<file path="src/rtl/slot_arbiter.sv">
// Round-robin arbiter that shares one 32-bit Hedios slot word between several
// requesters, publishing {sequence, requester id, data} once per tenure.
module slot_arbiter #(
  parameter int REQ_COUNT   = 4,
  parameter int DATA_W      = 8,
  parameter int HOLD_CYCLES = 16
) (
  input  logic                        slower_clock,
  input  logic                        rst,
  input  logic [REQ_COUNT-1:0]        req,
  input  logic [REQ_COUNT*DATA_W-1:0] req_data,
  output logic [REQ_COUNT-1:0]        grant,
  output logic [31:0]                 slot_word,
  output logic                        slot_valid,
  output logic                        busy
);

  localparam int IDX_W = $clog2(REQ_COUNT);
  localparam int HC_W  = (HOLD_CYCLES > 1) ? $clog2(HOLD_CYCLES) : 1;

  typedef enum logic {IDLE, OWN} state_t;

  state_t            state;
  logic [IDX_W-1:0]  last;
  logic [HC_W-1:0]   hold_cnt;
  logic [7:0]        seq;

  logic              win_found;
  logic [IDX_W-1:0]  win_idx;
  logic [IDX_W-1:0]  cand;
  logic [DATA_W-1:0] win_data;
  logic [7:0]        seq_next;
  logic              tenure_end;
  logic              arbitrate;

  // Scan starts just past the previous owner, so the owner itself comes last
  // and only keeps the slot when nobody else is asking.
  always_comb begin
    win_found = 1'b0;
    win_idx   = '0;
    cand      = '0;
    for (int k = 1; k <= REQ_COUNT; k++) begin
      cand = IDX_W'((int'(last) + k) % REQ_COUNT);
      if (!win_found && req[cand]) begin
        win_found = 1'b1;
        win_idx   = cand;
      end
    end
  end

  assign win_data   = req_data[int'(win_idx)*DATA_W +: DATA_W];
  assign seq_next   = seq + 8'd1;
  assign tenure_end = (state == OWN) &&
                      (!req[last] || (hold_cnt == HC_W'(HOLD_CYCLES - 1)));
  assign arbitrate  = (state == IDLE) || tenure_end;
  assign busy       = |grant;

  always_ff @(posedge slower_clock or posedge rst) begin
    if (rst) begin
      state      <= IDLE;
      grant      <= '0;
      last       <= IDX_W'(REQ_COUNT - 1);
      hold_cnt   <= '0;
      seq        <= 8'd0;
      slot_word  <= 32'd0;
      slot_valid <= 1'b0;
    end else begin
      slot_valid <= 1'b0;
      if (arbitrate) begin
        if (win_found) begin
          state      <= OWN;
          grant      <= REQ_COUNT'(1) << win_idx;
          last       <= win_idx;
          hold_cnt   <= '0;
          seq        <= seq_next;
          slot_word  <= {seq_next, 8'(win_idx), 16'(win_data)};
          slot_valid <= 1'b1;
        end else begin
          state <= IDLE;
          grant <= '0;
        end
      end else if (state == OWN) begin
        hold_cnt <= hold_cnt + HC_W'(1);
      end
    end
  end

endmodule
</file>
<file path="config.mk">
export PLATFORM = sky130hd
export DESIGN_NAME = slot_arbiter
export DESIGN_NICKNAME = d
export VERILOG_FILES = /design/src/rtl/slot_arbiter.sv
export SDC_FILE = /design/constraint.sdc
export NUM_CORES = 1
export LEC_CHECK = 0
export CORE_UTILIZATION = 39
export DETAILED_ROUTE_END_ITERATION = 8
export PLACE_DENSITY = 0.76
export SYNTH_ARGS = -nofsm -noshare
export SYNTH_HDL_FRONTEND = slang
export SYNTH_SLANG_ARGS = --single-unit
</file>
<file path="constraint.sdc">
create_clock -name slower_clock -period 1.8 [get_ports slower_clock]
set_input_delay 0.54 -clock slower_clock [delete_from_list [all_inputs] [get_ports slower_clock]]
set_output_delay 0.54 -clock slower_clock [all_outputs]
set_load 0.02 [all_outputs]
</file>
Fig. 1: run 1, I/O nets highlighted
Scale: 6 px per um.
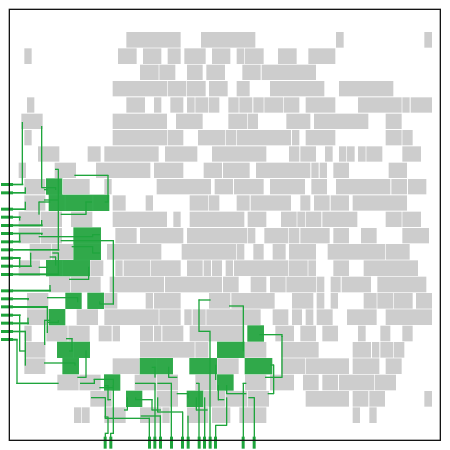
req_data: shown in green, bits 32, direction input, end cells 24, buffers 32, wire 456 um.
I/O Pins: 76
Port Buffer Count: 61

Fig. 2: run 1, routed metal, one color a layer
Scale: 4 px per um. Two of the layers only.
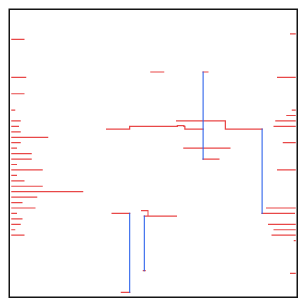
met3: shown in red, wire length 247 um. met4: shown in blue, wire length 76.2 um.
Tot GR Track Use: 0.186
Avg WL per Cell: 13.8 um
drt total wl: 4560 um
total number of vias: 1678

Fig. 3: run 1, register map, names as in the netlist
Scale: 8 px per um. Other sequential cells in the stronger gray, the rest of the logic in the fainter gray.
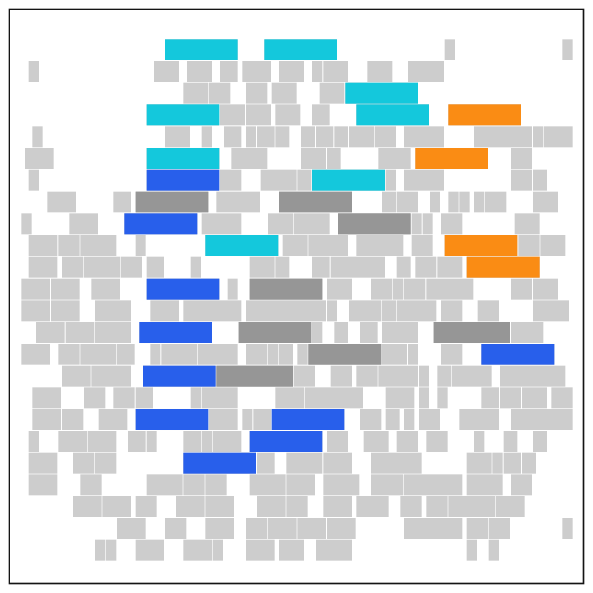
seq: shown in cyan, placed flops 8, where top middle. grant: shown in orange, placed flops 4. slot_word: shown in blue, placed flops 10.
Another 8 sequential cells are not colored.
sequential group power: 1.23 mW
register area: 753 sq um
Seq area share: 0.255
fin util: 0.655

Fig. 4: run 1, signal metal coverage by tile
Scale: 4 px per um. The die is cut into 14 by 14 equal tiles; dark blue is low, red is high, scaled to the fullest tile. Values are wire area over tile area, all layers added.
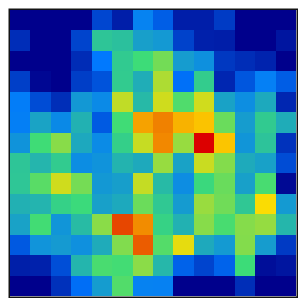
The densest ninth of the die: middle. The fullest tile reaches 0.42. The emptiest ninth of the die: top left. The mean over all tiles is 0.14. 26% of the tiles are over half the peak.

==> reports/results.txt, run 1 <==
WHS Path Cells -> 1
Core area -> 4500 sq um
Die Span X -> 71.6 um
Die y size -> 71.6 um
R2R depth -> 7
Peak supply drop -> 660 uV
Final hold slack -> 0.470 ns
Comb. cell area -> 1060 sq um
CTS Root Cell -> clkbuf_8
EDFF count, synth -> 0
CTS tree -> done
Dpl cell area -> 2670 sq um
Hold_buf cts -> 0
Row count -> 24
WP buf/inv -> 1
Synth area leader -> dfrtp_1
Final Non-Filler Cells -> 331
Count of plain and timing-repair buffers in the layout -> 97
Slew Viols, Final -> 0
Flip-flops -> 30
P_comb -> 2.86 mW
Met2 wire length -> 2240 um
Synth cell types -> 46
# Taps -> 52
Dominant logic cell type in the layout -> clkdlybuf4s50_1
Post-CTS sizing -> 30
H-tree depth -> 2
M1 WL -> 1990 um
Final WS setup -> -0.0720 ns
Filler cells -> 372
Worst Hold End -> seq[7]
Logic family by area -> simple AND/OR/NAND/NOR gates
P&R area growth vs syn -> 56.1%
Tool warnings -> 28
DR DRC count -> 0
Req. time, crit path -> 1.26 ns
Layout cells sized above 1 -> 0.283
Synth top cells by count -> 28 x dfrtp_1, 17 x buf_4, 16 x nor3b_1
Critical path's top delay family -> simple AND/OR/NAND/NOR gates
GR peak layer -> met2
Ys async rst share -> 1.00
Nonclk inv count -> 5
Flop and latch count out of synthesis -> 30
Seq pwr share -> 0.265
DRT antenna net count -> 0
Worst path slowest cell -> or4_1
Max Cap Violations -> 0
Top reg by flops -> slot_word
Tmin final -> 1.87 ns
Synth Instances -> 188
YS chip area -> 1890 sq um
Final Power -> 4.64 mW
Type of destination of the critical path -> primary output
GP Congestion -> 0.816
Share of the synthesized area in the top cell type -> 0.371
Clock-net power -> 550 uW
Most instantiated logic cells after routing -> 36 x clkdlybuf4s50_1, 28 x dfrtp_1, 28 x buf_4
Worst hold start -> seq[7]
CP Max Fanout -> 2
Post-synthesis adder-cell area fraction -> 0.0132
ANT cells -> 0
CTS Buf Count -> 5
Clock Buffer Count -> 7
Clock Skew -> 0.00611 ns
Dominant flop cell -> dfrtp_1
Failing checks -> negative setup slack
Die area -> 5130 sq um
Top power group -> combinational logic
Worst-Skew Late Latency -> 0.28 ns
Cycle use final -> 1.04
First-pass GRT wire length -> 7340 um
Synth top cell by count -> dfrtp_1
Status -> finished with violations
DR vias/cell -> 5.07
Static leakage -> 1.39 nW
Clock Sinks -> 30
Yosys aoi share -> 0.152
Number of global-route vias before repair -> 1608
Switching part of the total -> 0.401
1st-iter DRT viols -> 74
Crit-path cells -> or4_1 > buf_2
Reg2reg setup slack -> 0.01 ns
Global routing usage on met2 -> 0.297
Crit path DAT -> 1.33 ns
Metal3 WL -> 246 um
Fin Setup TNS -> -0.0720 ns
Initial core utilization -> 0.419
Clk tree area frac -> 0.0310
Post-Place Cells -> 317
Mi-comb count -> 139
Clk buf depth -> 2
Worst reg2reg path startpoint -> last[0]
Yosys Warn Count -> 0
Setup violators final -> 1
Post-CTS setup buffer count -> 5
Pre-CTS setup slack -> -0.514 ns
Startpoint Class -> register
Combinational share of power -> 0.616
Top flop regs -> slot_word: 10 flops, seq: 8 flops
Max Clk Rate -> 0.534 GHz
Final #Nets -> 318
Largest net degree at the start of global routing -> 31
Fig. 5: run 1, placement view
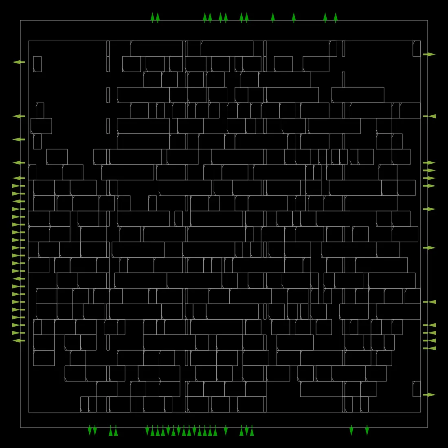

## Run 2: what changed since run 1
--- a/config.mk
+++ b/config.mk
@@ -5,9 +5,10 @@
 export SDC_FILE = /design/constraint.sdc
 export NUM_CORES = 1
 export LEC_CHECK = 0
-export CORE_UTILIZATION = 39
+export CORE_UTILIZATION = 40
+export CTS_BUF_LIST = sky130_fd_sc_hd__clkbuf_4
 export DETAILED_ROUTE_END_ITERATION = 8
-export PLACE_DENSITY = 0.76
+export PLACE_DENSITY = 0.78
 export SYNTH_ARGS = -nofsm -noshare
 export SYNTH_HDL_FRONTEND = slang
 export SYNTH_SLANG_ARGS = --single-unit
Fig. 6: run 2, placement view
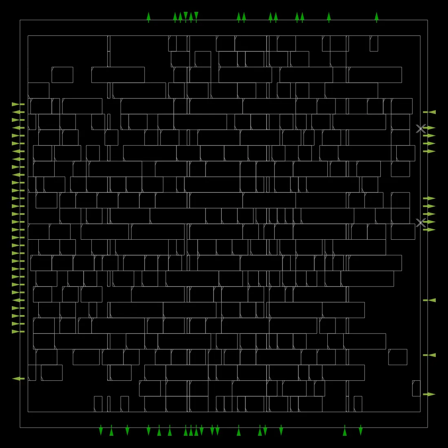
row count: 24
Seq area share: 0.242
Final Non-Filler Cells: 341
flip-flops: 30

Fig. 7: run 2, I/O nets highlighted
Scale: 6 px per um.
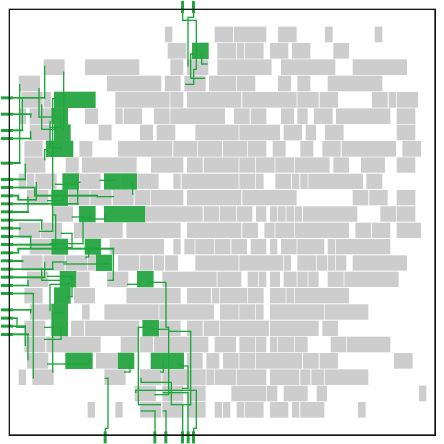
req_data: shown in green, bits 32, direction input, end cells 24, buffers 32, wire 528 um.

==> reports/results.txt, run 2 <==
Yosys Instances -> 188
Crit path DAT -> 1.38 ns (+0.05 ns)
First drt pass iteration count -> 7
Synth cell types -> 46 (unchanged)
Final #Nets -> 328 (+3.1%)
Dominant logic cell type in the layout -> clkdlybuf4s50_1
P&R area growth vs syn -> 64.5%
Final WS setup -> -0.123 ns (-0.0515 ns)
Clk tree area frac -> 0.0173 (-0.0137)
Static leakage -> 1.40 nW (+0.56%)
Reg2reg setup slack -> -0.09 ns (-0.10 ns)
# Taps -> 52 (unchanged)
Slew Viols, Final -> 0 (unchanged)
Fin Setup TNS -> -0.615 ns (-0.543 ns)
Failing checks -> design-rule violations, negative setup slack
ANT cells -> 0 (unchanged)
DR vias/cell -> 5.27 (+3.9%)
CTS tree -> done
GP Congestion -> 0.777 (-4.8%)
Clock Buffer Count -> 5 (-2)
Pre-CTS setup slack -> -0.499 ns (+0.0150 ns)
Peak supply drop -> 658 uV (-0.27%)
Share of the synthesized area in the top cell type -> 0.371 (unchanged)
Most instantiated logic cells after routing -> 33 x clkdlybuf4s50_1, 28 x dfrtp_1, 28 x buf_4
Met2 wire length -> 2880 um (+28%)
Seq pwr share -> 0.253 (-0.012)
Number of global-route vias before repair -> 1549 (-3.7%)
Combinational share of power -> 0.670 (+0.054)
YS chip area -> 1890 sq um (unchanged)
GR peak layer -> met2
Synth Instances -> 188 (unchanged)
Worst hold start -> seq[7]
Global routing usage on met2 -> 0.312 (+0.0153)
WP buf/inv -> 1 (unchanged)
Worst Hold End -> seq[7]
EDFF count, synth -> 0 (unchanged)
Tot GR Track Use -> 0.188 (+0.00285)
WHS Path Cells -> 1 (unchanged)
H-tree depth -> 2 (unchanged)
Worst R2R End -> slot_word[7]
Post-synthesis adder-cell area fraction -> 0.0132 (unchanged)
Global routing usage on met1 -> 0.248
Dominant flop cell -> dfrtp_1
Yosys aoi share -> 0.152 (unchanged)
Gr ovfl total -> 0
Worst path slowest cell -> or4_4
Filler cells -> 320 (-14%)
Clock-net power -> 384 uW (-30%)
Clock Sinks -> 30 (unchanged)
Req. time, crit path -> 1.26 ns (about the same)
1st-iter DRT viols -> 156 (+110%)
Tmin final -> 1.92 ns (+0.0515 ns)
Type of destination of the critical path -> primary output
P_comb -> 3.34 mW (+17%)
Metal3 WL -> 414 um (+68%)
Max Cap Violations -> 0 (unchanged)
DR top layer -> met4
Top reg by flops -> slot_word
CTS Root Cell -> clkbuf_4
Largest net degree at the start of global routing -> 31 (unchanged)
CP Max Fanout -> 2 (unchanged)
Port Buffer Count -> 61 (unchanged)
Largest class -> non-clock buffers
Core area -> 4440 sq um (-1.3%)
Largest register FFs -> 10
Ys async rst share -> 1.00 (unchanged)
Post-Place Cells -> 312 (-1.6%)
Setup violators final -> 16 (+15)
Nonclk inv count -> 5 (unchanged)
Startpoint Class -> register
DRT antenna net count -> 0 (unchanged)
Layout cells sized above 1 -> 0.308 (+0.0248)
Final HPWL DP -> 3150 um
Final hold slack -> 0.458 ns (-0.0121 ns)
Max Clk Rate -> 0.520 GHz (-2.7%)
Avg WL per Cell -> 16.5 um (+20%)
Switching part of the total -> 0.419 (+0.0175)
Synth area leader -> dfrtp_1
Drt total wl -> 5620 um (+23%)
DR DRC count -> 4 (+4)
Worst-Skew Late Latency -> 0.33 ns (+0.05 ns)
Crit-path cells -> or4_4 > buf_6
Worst reg2reg path startpoint -> last[0]
R2R depth -> 10 (+3)
Crit path capture -> busy
Logic family by area -> simple AND/OR/NAND/NOR gates
Flop and latch count out of synthesis -> 30 (unchanged)
I/O Pins -> 76 (unchanged)
Comb. cell area -> 1090 sq um (+2.4%)
Clock Skew -> 0.0261 ns (+0.0200 ns)
Synth top cells by count -> 28 x dfrtp_1, 17 x buf_4, 16 x nor3b_1
Mi-comb count -> 139 (unchanged)
Initial core utilization -> 0.425 (+0.00567)
M1 WL -> 2220 um (+12%)
Final Power -> 4.98 mW (+7.4%)
Register area -> 753 sq um (unchanged)
Hold_buf cts -> 0 (unchanged)
Yosys Warn Count -> 0 (unchanged)
CTS Buf Count -> 5 (unchanged)
First-pass GRT wire length -> 7380 um (+0.57%)
Tool warnings -> 28 (unchanged)
Clk buf depth -> 2 (unchanged)
Critical path's top delay family -> simple AND/OR/NAND/NOR gates
Total number of vias -> 1796 (+7.0%)
Cycle use final -> 1.07 (+0.0286)
Synth top cell by count -> dfrtp_1
Top flop regs -> slot_word: 10 flops, seq: 8 flops
Dpl cell area -> 2620 sq um (-1.9%)
Die y size -> 70.7 um (-1.2%)
Die Span X -> 70.7 um (-1.2%)
Post-CTS setup buffer count -> 5 (unchanged)
Count of plain and timing-repair buffers in the layout -> 107 (+10%)
Status -> finished with violations
Top power group -> combinational logic
Post-CTS sizing -> 42 (+40%)
Die area -> 5000 sq um (-2.4%)
Fig. 8: run 2, register map, names as in the netlist
Scale: 8 px per um. Other sequential cells in the stronger gray, the rest of the logic in the fainter gray.
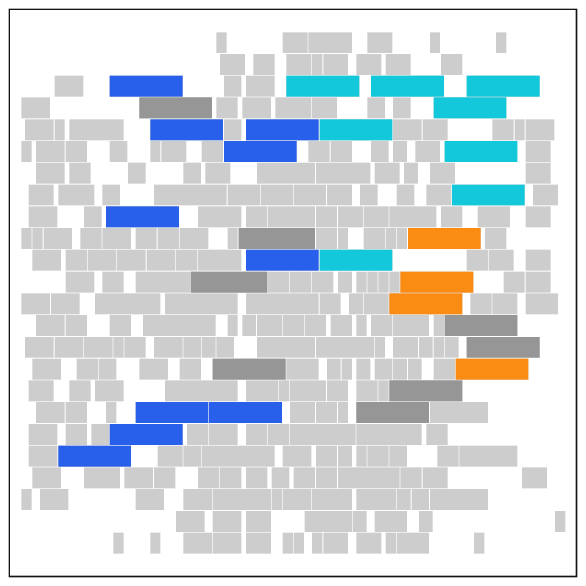
slot_word: shown in blue, placed flops 10. grant: shown in orange, placed flops 4, where right middle. seq: shown in cyan, placed flops 8, where top right.
Another 8 sequential cells are not colored.
fin util: 0.699
sequential group power: 1.26 mW

Power figures rest on the tool's default switching activity, not on a simulated workload.
